<file path="config.mk">
export PLATFORM = sky130hd
export DESIGN_NAME = acc_arb_ctrl
export DESIGN_NICKNAME = d
export VERILOG_FILES = /design/src/rtl/acc_arb_ctrl_pkg.sv /design/src/rtl/acc_arb_ctrl_acc_8bit.sv /design/src/rtl/acc_arb_ctrl.sv
export SDC_FILE = /design/constraint.sdc
export NUM_CORES = 1
export LEC_CHECK = 0
export CAP_MARGIN = 40
export CORE_MARGIN = 8
export CORE_UTILIZATION = 25
export DETAILED_ROUTE_END_ITERATION = 10
export GPL_TIMING_DRIVEN = 0
export HOLD_SLACK_MARGIN = 0.12
export PLACE_DENSITY = 0.54
export SLEW_MARGIN = 30
export SYNTH_ARGS = -nofsm -noshare
export SYNTH_HDL_FRONTEND = slang
export SYNTH_SLANG_ARGS = --single-unit
export TNS_END_PERCENT = 10
</file>
<file path="constraint.sdc">
create_clock -name i_clk -period 3.7 [get_ports i_clk]
set_input_delay 0.74 -clock i_clk [delete_from_list [all_inputs] [get_ports i_clk]]
set_output_delay 0.74 -clock i_clk [all_outputs]
set_load 0.03 [all_outputs]
</file>
<file path="src/rtl/acc_arb_ctrl_pkg.sv">
// Shared types and constants for the two-requester burst accumulator.
// This package holds the controller state encoding and the datapath widths.
package acc_arb_ctrl_pkg;

    localparam int SUM_W  = 16;
    localparam int DATA_W = 8;

    typedef enum logic [1:0] {
        ST_IDLE = 2'd0,
        ST_INIT = 2'd1,
        ST_RUN  = 2'd2,
        ST_DONE = 2'd3
    } state_t;

endpackage

</file>
<file path="src/rtl/acc_arb_ctrl_acc_8bit.sv">
// 8-bit unsigned input accumulator with a 16-bit running sum.
// A synchronous init has priority over the enable.
module acc_8bit
    import acc_arb_ctrl_pkg::*;
(
    input  logic              i_clk,
    input  logic              i_rst_n,
    input  logic              i_init,
    input  logic              i_en,
    input  logic [DATA_W-1:0] i_data,
    output logic [SUM_W-1:0]  o_sum
);

    logic [SUM_W-1:0] r_sum;

    always_ff @(posedge i_clk or negedge i_rst_n) begin
        if (!i_rst_n) begin
            r_sum <= '0;
        end else if (i_init) begin
            r_sum <= '0;
        end else if (i_en) begin
            r_sum <= r_sum + {{(SUM_W-DATA_W){1'b0}}, i_data};
        end
    end

    assign o_sum = r_sum;

endmodule

</file>
<file path="src/rtl/acc_arb_ctrl.sv">
// Round-robin arbiter between two burst requesters feeding one accumulator.
// Handshake: a beat moves on a rising edge where i_valid[n] & o_ready[n]; a result moves where o_sum_valid & i_sum_ready.
module acc_arb_ctrl
    import acc_arb_ctrl_pkg::*;
#(
    parameter int LEN_W = 4
)
(
    input  logic              i_clk,
    input  logic              i_rst_n,
    input  logic [1:0]        i_req,
    input  logic [LEN_W-1:0]  i_len0,
    input  logic [LEN_W-1:0]  i_len1,
    input  logic [DATA_W-1:0] i_data0,
    input  logic [DATA_W-1:0] i_data1,
    input  logic [1:0]        i_valid,
    output logic [1:0]        o_ready,
    output logic [1:0]        o_gnt,
    output logic [SUM_W-1:0]  o_sum,
    output logic              o_sum_valid,
    output logic              o_sum_id,
    input  logic              i_sum_ready,
    output logic              o_busy,
    output logic [1:0]        o_dbg_state
);

    state_t            r_state;
    state_t            w_next;
    logic [1:0]        r_gnt;
    logic              r_ptr;
    logic [LEN_W-1:0]  r_cnt;
    logic              w_win;
    logic              w_accept;
    logic              w_acc_init;
    logic [DATA_W-1:0] w_data;

    // Pointer only matters on a tie; a lone requester always wins.
    assign w_win    = (i_req == 2'b11) ? r_ptr : i_req[1];
    assign w_accept = (r_state == ST_RUN) && (|(i_valid & r_gnt));
    assign w_data   = r_gnt[1] ? i_data1 : i_data0;

    always_ff @(posedge i_clk or negedge i_rst_n) begin
        if (!i_rst_n) begin
            r_state <= ST_IDLE;
        end else begin
            r_state <= w_next;
        end
    end

    always_comb begin
        w_next      = r_state;
        w_acc_init  = 1'b0;
        o_ready     = 2'b00;
        o_sum_valid = 1'b0;
        case (r_state)
            ST_IDLE: begin
                if (i_req != 2'b00) begin
                    w_next = ST_INIT;
                end
            end
            ST_INIT: begin
                w_acc_init = 1'b1;
                w_next     = (r_cnt != '0) ? ST_RUN : ST_DONE;
            end
            ST_RUN: begin
                o_ready = r_gnt;
                if (w_accept && (r_cnt == LEN_W'(1))) begin
                    w_next = ST_DONE;
                end
            end
            ST_DONE: begin
                o_sum_valid = 1'b1;
                if (i_sum_ready) begin
                    w_next = ST_IDLE;
                end
            end
            default: w_next = ST_IDLE;
        endcase
    end

    always_ff @(posedge i_clk or negedge i_rst_n) begin
        if (!i_rst_n) begin
            r_gnt <= 2'b00;
            r_ptr <= 1'b0;
            r_cnt <= '0;
        end else begin
            case (r_state)
                ST_IDLE: begin
                    if (i_req != 2'b00) begin
                        r_gnt <= w_win ? 2'b10 : 2'b01;
                        r_cnt <= w_win ? i_len1 : i_len0;
                    end
                end
                ST_RUN: begin
                    if (w_accept) begin
                        r_cnt <= r_cnt - LEN_W'(1);
                    end
                end
                ST_DONE: begin
                    // Next tie goes to whichever requester was not just served.
                    if (i_sum_ready) begin
                        r_gnt <= 2'b00;
                        r_ptr <= ~r_gnt[1];
                    end
                end
                default: ;
            endcase
        end
    end

    acc_8bit u_acc (
        .i_clk   (i_clk),
        .i_rst_n (i_rst_n),
        .i_init  (w_acc_init),
        .i_en    (w_accept),
        .i_data  (w_data),
        .o_sum   (o_sum)
    );

    assign o_gnt       = r_gnt;
    assign o_sum_id    = r_gnt[1];
    assign o_busy      = (r_state != ST_IDLE);
    assign o_dbg_state = r_state;

endmodule
</file>
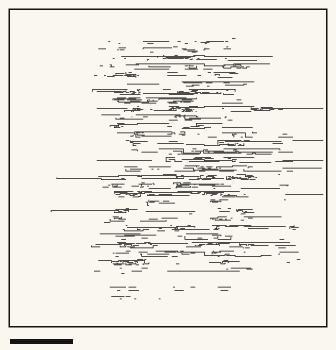
**Above:** run 1 (signal wires on met1).
Bar = 20 um.
longest straight run: 31.3 um
share of all routed wire: 44%
nets with wire on the layer: 270

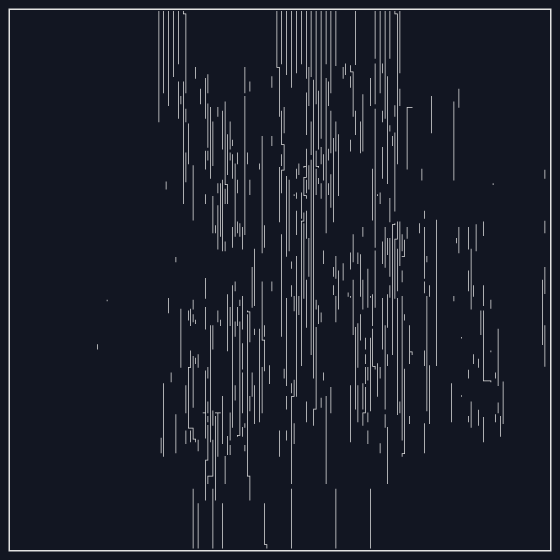
**Above:** run 1 (met2 routing).
main direction: vertical
longest straight run: 55.8 um
nets with wire on the layer: 246
share of all routed wire: 49%

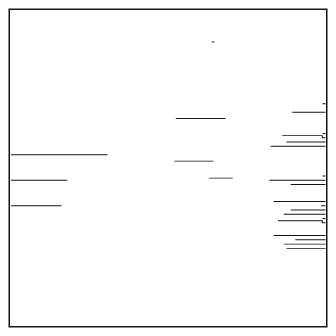
**Above:** run 1 (M3 wires).
nets with wire on the layer: 25
share of all routed wire: 5.7%
main direction: horizontal
wire length on this layer: 293 um
longest straight run: 30.6 um

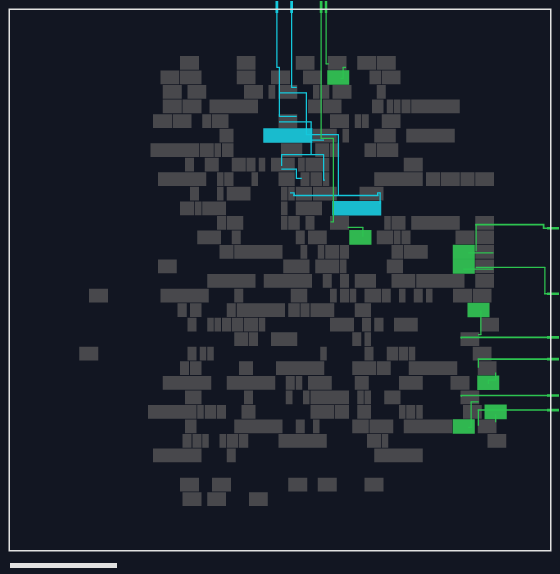
**Above:** run 1 (I/O nets highlighted).
Bar = 20 um.
legend:
  i_data0:
    color: green
    direction: input
    end_cells: 8
    buffers: 8
    wire: 188 um
  o_dbg_state:
    color: cyan
    direction: output
    end_cells: 2
    buffers: 2
    wire: 123 um

==> impl_metrics.yaml, run 1 <==
# yosys + openroad results
final_timing:
  setup_viol: 0
  worst_pin_slew_ns: 0.667
  tns_ns: 0
  post-route-min-period_ns: 3.07
  clock_skew_ns: 0.00426
drt:
  avgRoutedWirePerCell_um: 14.5
  drtPass1Iterations: 4
  route.met2.wl_um: 2550
  routed_via_density: 4.70
  wl_met3_um: 293
place:
  dp.cells: 353
  dpl_cell_area_sq_um: 2480
logic_synthesis:
  ys_ff: 25
  syn_area_sq_um: 1810
  synthArstFlopShare_pct: 100
  syn-mean-instance-area_sq_um: 9.08
  yosysChipArea_sq_um: 1810
  synthFlopType: "dfrtp_1"
global_route:
  grt_util_all_layers_pct: 10.5
  gr-total-overflow: 0
cts:
  numCtsBuffers: 3
  cts_tree: "built"
  cts_resized: 0
  clock_latency_ns: 0.27
power_and_ir_drop:
  power_frac_comb_pct: 12.0
finish:
  syn_to_final_growth_pct: 39.6
  final_cells: 357
  fin_area_sq_um: 2520
  antennaDiodeCount: 0
  layout_top_cells: "clkdlybuf4s50_1 (54), dfrtp_1 (25), nand2_1 (22), a21oi_1 (17)"
  layout-drive-gt1-share_pct: 8.53
flow_run:
  warnings: 32
  drv_cap: 0
worst_hold_path:
  min_path_type: "input pin to async pin"
run_status:
  status: "completed"
critical_path:
  cp.arrival_ns: 2.33
  regToRegEndpoint: "u_acc.o_sum[15]$_DFFE_PN0P_"
  worstPathMaxFanout: 10
  reg2reg_slack_ns: 0.77
die:
  fp.dieH_um: 101
==> run 1: power groups by stage <==
stage               clock (mW)  combinational [mW]  sequential (mW)
global route             0.189              0.0673            0.273
CTS                      0.179              0.0619            0.273
global placement             0              0.0614            0.278
finish                   0.170              0.0606            0.273
floorplan                    0              0.0202            0.278
detailed placement           0              0.0616            0.278
==> run 1: worst min-delay path by stage <==
stage | start | end | slack [ns] | depth (start not counted)
6_report | i_rst_n | r_ptr$_DFFE_PN0P_ | 0.47 | 1
5_1_grt | i_rst_n | u_acc.o_sum[4]$_DFFE_PN0P_ | 0.51 | 1
4_1_cts | i_rst_n | u_acc.o_sum[3]$_DFFE_PN0P_ | 0.49 | 1
3_5_place_dp | r_ptr$_DFFE_PN0P_ | r_ptr$_DFFE_PN0P_ | 0.50 | 2
3_3_place_gp | r_ptr$_DFFE_PN0P_ | r_ptr$_DFFE_PN0P_ | 0.50 | 2
2_1_floorplan | i_rst_n | o_dbg_state[0]$_DFFE_PN0P_ | 0.44 | 0
==> run 1: kinds of logic after synthesis <==
family	synth area share, %
compound gates	21.9
xor+xnor	1.94
fa+ha+maj	12.2
buf+inv	4.22
flops	34.6
mux	9.14
simple gates	16.0
==> run 1: cell usage after synthesis (2+ instances only) <==
library cell | n | share of area, %
a21o_1 | 3 | 1.2
nand3_1 | 5 | 1.4
nor4b_1 | 2 | 0.97
or4_1 | 3 | 1.2
inv_1 | 12 | 2.5
o22ai_1 | 2 | 0.69
a211oi_1 | 6 | 2.5
nor3_1 | 2 | 0.55
dfrtp_1 | 25 | 35
nand2_1 | 22 | 4.6
ha_1 | 16 | 11
xor2_1 | 3 | 1.5
and2_1 | 2 | 0.69
nor2_1 | 9 | 1.9
o211ai_2 | 2 | 1.4
or3_1 | 6 | 2.1
a21oi_1 | 17 | 4.7
nand3b_1 | 2 | 0.83
clkbuf_1 | 5 | 1.0
mux2_2 | 12 | 7.5
o31ai_1 | 2 | 0.83
o41ai_1 | 2 | 0.97
o21ai_0 | 16 | 4.4
mux2i_1 | 3 | 1.7
==> run 1: routing by layer <==
layer	up-vias	track usage, %
met1	798	12.9
met2	30	17.9
met3	2	1.73
li1	847	-
met4	0	3.44
met5	-	0
==> run 1: critical path, stage by stage (launching register included) <==
cell	delay, ns
dfrtp_1	0.44
inv_1	0.16
ha_1	0.23
clkbuf_1	0.37
and2_1	0.19
clkdlybuf4s50_1	0.68
==> run 1: registers in the layout (all words and copies together) (netlist names) <==
register,cells
o_dbg_state,2
r_ptr,1
o_gnt,2
r_cnt,4
u_acc.o_sum,16
==> run 1: area by class of cell <==
type / count / area, sq um / area share, %
inverters: 12 / 45.0 / 1.79
multi-input cells: 155 / 1100 / 43.8
clock buffers: 3 / 41.3 / 1.64
well taps: 99 / 124 / 4.91
flip-flops and latches: 25 / 626 / 24.8
repair buffers: 55 / 546 / 21.6
plain buffers: 7 / 31.3 / 1.24
clock inverters: 1 / 5.00 / 0.198
==> run 1: stage by stage <==
step	total power, mW	utilization, %
2_1_floorplan	0.299	-
3_3_place_gp	0.340	34.8
3_5_place_dp	0.340	34.7
4_1_cts	0.514	35.3
5_1_grt	0.530	35.3
6_report	0.503	35.3
==> run 2, diff against run 1 <==
--- a/config.mk
+++ b/config.mk
@@ -11,7 +11,7 @@
 export DETAILED_ROUTE_END_ITERATION = 10
 export GPL_TIMING_DRIVEN = 0
 export HOLD_SLACK_MARGIN = 0.12
-export PLACE_DENSITY = 0.54
+export PLACE_DENSITY = 0.56
 export SLEW_MARGIN = 30
 export SYNTH_ARGS = -nofsm -noshare
 export SYNTH_HDL_FRONTEND = slang
==> constraint.sdc (replaced) <==
create_clock -name i_clk -period 2.57 [get_ports i_clk]
set_input_delay 0.514 -clock i_clk [delete_from_list [all_inputs] [get_ports i_clk]]
set_output_delay 0.514 -clock i_clk [all_outputs]
set_load 0.03 [all_outputs]
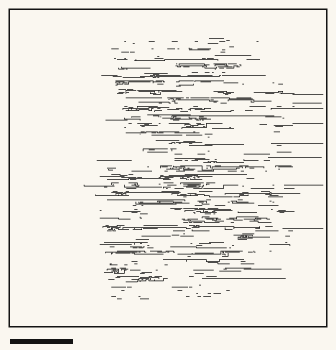
**Above:** run 2 (signal wires on met1).
Bar = 20 um.
longest straight run: 32.7 um
share of all routed wire: 45%
main direction: horizontal
nets with wire on the layer: 272

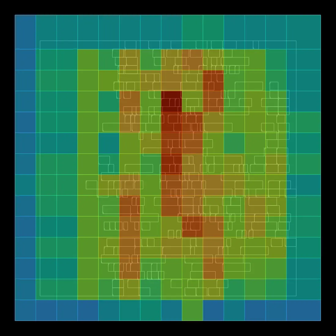
**Above:** run 2 (routing congestion map).
met3 GRT Util: 2.42%
grt peak-use layer: met2
GRT met2 Usage: 17.2%

==> run 2 against run 1 <==
Cell count did not move. Sequential cell count did not move. Combinational power rose by 55%. Critical path depth rose by 3. Worst hold slack got worse by 0.24 ns. Largest cell class unchanged. Non-clock buffer count did not move. Clock-buffer cell count did not move. Synthesized area did not move.
==> impl_metrics.yaml, run 2 <==
# yosys + openroad results
finish:
  antennaDiodeCount: 0
  layout-drive-gt1-share_pct: 14.0
  layout_top_cells: "clkdlybuf4s50_1 (52), dfrtp_1 (24), nand2_1 (22), a21oi_1 (17), o21ai_0 (16)"
  largest_reg_flops: 16
  syn_to_final_growth_pct: 45.9
logic_synthesis:
  syn_area_sq_um: 1810
  top_area_share_pct: 34.6
  yosysTopAreaCell: "dfrtp_1"
  synth.most_common_cell: "dfrtp_1"
  yosysChipArea_sq_um: 1810
  topCellsByArea: "dfrtp_1 (35%), ha_1 (11%), mux2_2 (7.5%)"
  synthArstFlopShare_pct: 100
  syn-mean-instance-area_sq_um: 9.08
  ys_top_cells_by_count: "dfrtp_1 (25), nand2_1 (22), a21oi_1 (17)"
  ys_ff: 25
  synthFlopType: "dfrtp_1"
drt:
  avgRoutedWirePerCell_um: 14.1
  drtPass1Iterations: 4
  routed_via_density: 4.78
  route.detailed.drc: 0
critical_path:
  cp_slowest_cell: "dfrtp_2"
  cp_cell_sequence: "buf_8 > mux2_2 > ha_4 > o21ai_0 > a211oi_2 > nand3_2 > or3_1 > a21oi_1"
  startpoint_type: "flip-flop"
  worstPathMaxFanout: 10
  cp_slowest_stage_delay_ns: 0.41
  cp.arrival_ns: 2.62
power_and_ir_drop:
  p_total_mw: 0.736
  max-vdd-ir-drop_v: 0.000154
flow_run:
  drv_cap: 0
  warnings: 32
run_status:
  status: "completed"
final_timing:
  hold_ws_ns: 0.229
  worst_pin_slew_ns: 0.619
  setup_viol: 0
  post-route-min-period_ns: 2.41
  clock_skew_ns: 0.00423
global_route:
  grt_util_all_layers_pct: 10.1
  gr-total-overflow: 0
  first_global_vias: 1745
worst_hold_path:
  min_path_type: "input pin to async pin"
cts:
  cts_tree: "built"
  clock_latency_ns: 0.28
  numCtsBuffers: 3
die:
  fp.dieH_um: 101
[run 2: cell counts after synthesis]
Identical to the previous run, type by type.
[run 2: final cells by class]
class	count	area, sq um
Tap cell	99	124
Clock buffer	3	41.3
Clock inverter	1	5.00
Fill cell	735	4500
Timing Repair Buffer	56	554
Inverter	12	45.0
Buffer	6	38.8
Sequential cell	25	627
Multi-Input combinational cell	155	1200
[run 2: stage by stage]
| stage | utilization (%) | TNS [ns] | instance area (sq um) | cells |
|---|---|---|---|---|
| finish | 36.9 | 0 | 2640 | 357 |
| detailed placement | 34.7 | -3.22 | 2480 | 353 |
| global placement | 34.8 | -2.82 | 2480 | 353 |
| floorplan | - | 0 | 1810 | 199 |
| global route | 36.9 | 0 | 2640 | 357 |
| CTS | 35.8 | 0 | 2560 | 356 |
[run 2: logic make-up after synthesis]
kind of cell / synth area share (%)
AND-OR/OR-AND: 21.9
AND/OR/NAND/NOR: 16.0
flip-flops: 34.6
buffers and inverters: 4.22
adder cells (fa/ha/maj): 12.2
multiplexers: 9.14
XOR/XNOR: 1.94
[run 2: critical path, delay by kind of cell (launching register included)]
family                   cells  cell delay, ns
buffers and inverters        1            0.14
AND-OR/OR-AND                3            0.52
flip-flops                   1            0.41
multiplexers                 1            0.37
adder cells (fa/ha/maj)      1            0.32
AND/OR/NAND/NOR              2            0.57
[run 2: layer usage]
metal | global-route usage (%) | vias up | wire (um)
li1 | - | 844 | -
met1 | 12.1 | 814 | 2260
met2 | 17.2 | 42 | 2370
met3 | 2.42 | 5 | 342
met4 | 3.78 | 0 | 65
met5 | 0 | - | 0
[run 2: worst paths after layout]
kind,from,to,slack (ns),depth (start not counted)
worst max-delay path,o_gnt[1]$_DFFE_PN0P_,u_acc.o_sum[14]$_DFFE_PN0P_,0.16,8
worst min-delay path,i_rst_n,r_ptr$_DFFE_PN0P_,0.23,1
worst max register to register,o_gnt[1]$_DFFE_PN0P_,u_acc.o_sum[14]$_DFFE_PN0P_,0.16,8
worst min register to register,r_ptr$_DFFE_PN0P_,r_ptr$_DFFE_PN0P_,0.50,2
max in group asynchronous,i_rst_n,o_gnt[1]$_DFFE_PN0P_,1.92,1
min in group i_clk,r_ptr$_DFFE_PN0P_,r_ptr$_DFFE_PN0P_,0.50,2
[run 2: power breakdown]
part	switching, mW	leakage [nW]	internal (mW)
Clock	0.140	0.0255	0.109
Sequential	0	0.327	0.393
Combinational	0.0343	0.718	0.0598
Total	0.175	1.07	0.562
[run 2: repair_timing]
action,in CTS,in global routing
endpoints found under the setup margin,11,11
hold buffers,0,0
buffers inserted,0,1
resized,9,10
hold endpoints to repair,0,0
pin swaps,1,4
==> run 3, diff against run 2 <==
--- a/config.mk
+++ b/config.mk
@@ -5,6 +5,7 @@
 export SDC_FILE = /design/constraint.sdc
 export NUM_CORES = 1
 export LEC_CHECK = 0
+export ABC_CLOCK_PERIOD_IN_PS = 2570
 export CAP_MARGIN = 40
 export CORE_MARGIN = 8
 export CORE_UTILIZATION = 25
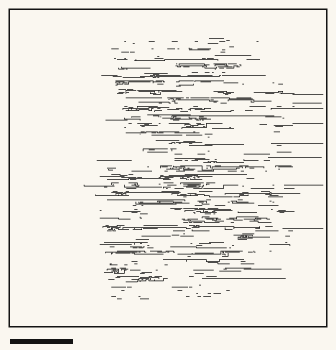
**Above:** run 3 (signal wires on met1).
Bar = 20 um.
share of all routed wire: 45%
nets with wire on the layer: 272
longest straight run: 32.7 um

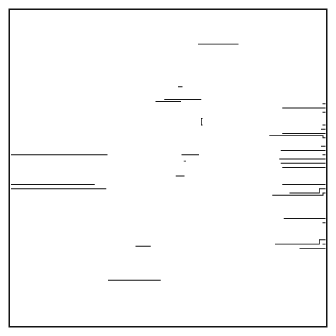
**Above:** run 3 (M3 wires).
nets with wire on the layer: 31
main direction: horizontal
share of all routed wire: 6.8%
longest straight run: 30.6 um
wire length on this layer: 342 um

==> run 3 against run 2 <==
Synthesized area unchanged. Non-clock buffer count unchanged. Sequential share of layout area unchanged. Largest power group unchanged. Highest routed layer unchanged.
==> impl_metrics.yaml, run 3 <==
# yosys + openroad results
run_status:
  status: "completed"
place:
  place_congestion: 0.789
  dp.cells: 353
  dpl_cell_area_sq_um: 2480
cts:
  numCtsBuffers: 3
  clock_latency_ns: 0.28
  hold_buffers: 0
  htreeDepth: 1
logic_synthesis:
  ys_top_cells_by_count: "dfrtp_1 (25), nand2_1 (22), a21oi_1 (17)"
  yosysTopAreaCell: "dfrtp_1"
  top_area_share_pct: 34.6
  synthArstFlopShare_pct: 100
  synth.most_common_cell: "dfrtp_1"
  syn_area_sq_um: 1810
  ys_ff: 25
  syn-mean-instance-area_sq_um: 9.08
  synthFlopType: "dfrtp_1"
global_route:
  use_met3_pct: 2.42
  met2_usage_pct: 17.2
  gr-total-overflow: 0
  first_global_vias: 1745
  gr-max-usage-layer: "met2"
  use_met1_pct: 12.1
  grt_util_all_layers_pct: 10.1
die:
  die_w_um: 101
  rows: 31
  fp.dieH_um: 101
finish:
  comb_area_sq_um: 1200
  layout-drive-gt1-share_pct: 14.0
  antennaDiodeCount: 0
  fin_area_sq_um: 2640
  syn_to_final_growth_pct: 45.9
  ff_latch_area_sq_um: 627
  final_cells: 357
  largest_reg_flops: 16
  n_fill_cell: 735
flow_run:
  warnings: 32
  drv_cap: 0
critical_path:
  cp_slowest_stage_delay_ns: 0.41
  cp_slowest_cell: "dfrtp_2"
  worstPathMaxFanout: 10
  cp_cell_sequence: "buf_8 > mux2_2 > ha_4 > o21ai_0 > a211oi_2 > nand3_2 > or3_1 > a21oi_1"
  startpoint_type: "flip-flop"
  ff2ff_path_depth: 8
  crit_family: "simple AND/OR/NAND/NOR gates"
  cp.arrival_ns: 2.62
  crit_buf_inv: 1
final_timing:
  clock_skew_ns: 0.00423
  period_used_pct: 93.7
  worst_pin_slew_ns: 0.619
  setup_viol: 0
drt:
  drtPass1Iterations: 4
  route.detailed.drc: 0
  avgRoutedWirePerCell_um: 14.1
power_and_ir_drop:
  power_frac_seq_pct: 53.4
  switching_power_mw: 0.175
  power_frac_comb_pct: 12.8
  clockPowerShare_pct: 33.8
  max-vdd-ir-drop_v: 0.000154
  p_int_mw: 0.562
worst_hold_path:
  min_path_type: "input pin to async pin"
==> run 3: through the flow <==
step | utilization (%) | TNS [ns] | hold slack (ns) | total power [mW]
after floorplan | - | 0 | 0.218 | 0.430
after global placement | 34.8 | -2.82 | 0.479 | 0.489
after detailed placement | 34.7 | -3.22 | 0.480 | 0.488
after CTS | 35.8 | 0 | 0.248 | 0.742
after global routing | 36.9 | 0 | 0.278 | 0.770
final | 36.9 | 0 | 0.229 | 0.736
==> run 3: logic make-up after synthesis <==
logic type | share of synthesized area, %
compound gates | 21.9
xor+xnor | 1.94
fa+ha+maj | 12.2
buf+inv | 4.22
flops | 34.6
mux | 9.14
simple gates | 16.0
==> run 3: metal layers <==
metal / part of all wire, % / routed length [um] / vias up
li1: - / - / 844
met1: 45 / 2260 / 814
met2: 47 / 2370 / 42
met3: 6.8 / 342 / 5
met4: 1.3 / 65 / 0
met5: 0 / 0 / -
==> run 3: power by group through the flow <==
stage	Sequential (mW)	Combinational (mW)	Clock, mW
finish	0.393	0.0942	0.249
global route	0.393	0.106	0.272
CTS	0.393	0.0896	0.259
detailed placement	0.401	0.0877	0
global placement	0.401	0.0878	0
floorplan	0.401	0.0290	0
==> run 3: worst paths after layout <==
check / from / to / slack, ns
worst max-delay path: o_gnt[1]$_DFFE_PN0P_ / u_acc.o_sum[14]$_DFFE_PN0P_ / 0.16
worst min-delay path: i_rst_n / r_ptr$_DFFE_PN0P_ / 0.23
worst max register to register: o_gnt[1]$_DFFE_PN0P_ / u_acc.o_sum[14]$_DFFE_PN0P_ / 0.16
worst min register to register: r_ptr$_DFFE_PN0P_ / r_ptr$_DFFE_PN0P_ / 0.50
max in group asynchronous: i_rst_n / o_gnt[1]$_DFFE_PN0P_ / 1.92
min in group i_clk: r_ptr$_DFFE_PN0P_ / r_ptr$_DFFE_PN0P_ / 0.50
==> run 3: layout make-up <==
class,instances,share of cell area (%)
Clock buffer,3,1.57
Sequential cell,25,23.8
Multi-Input combinational cell,155,45.6
Clock inverter,1,0.190
Buffer,6,1.47
Tap cell,99,4.70
Timing Repair Buffer,56,21.0
Inverter,12,1.71
==> run 3: timing repair <==
item | 4_1_cts | 5_1_grt
resized | 9 | 10
hold endpoints to repair | 0 | 0
endpoints found under the setup margin | 11 | 11
buffers inserted | 0 | 1
pin swaps | 1 | 4
Power figures rest on the tool's default switching activity, not on a simulated workload.
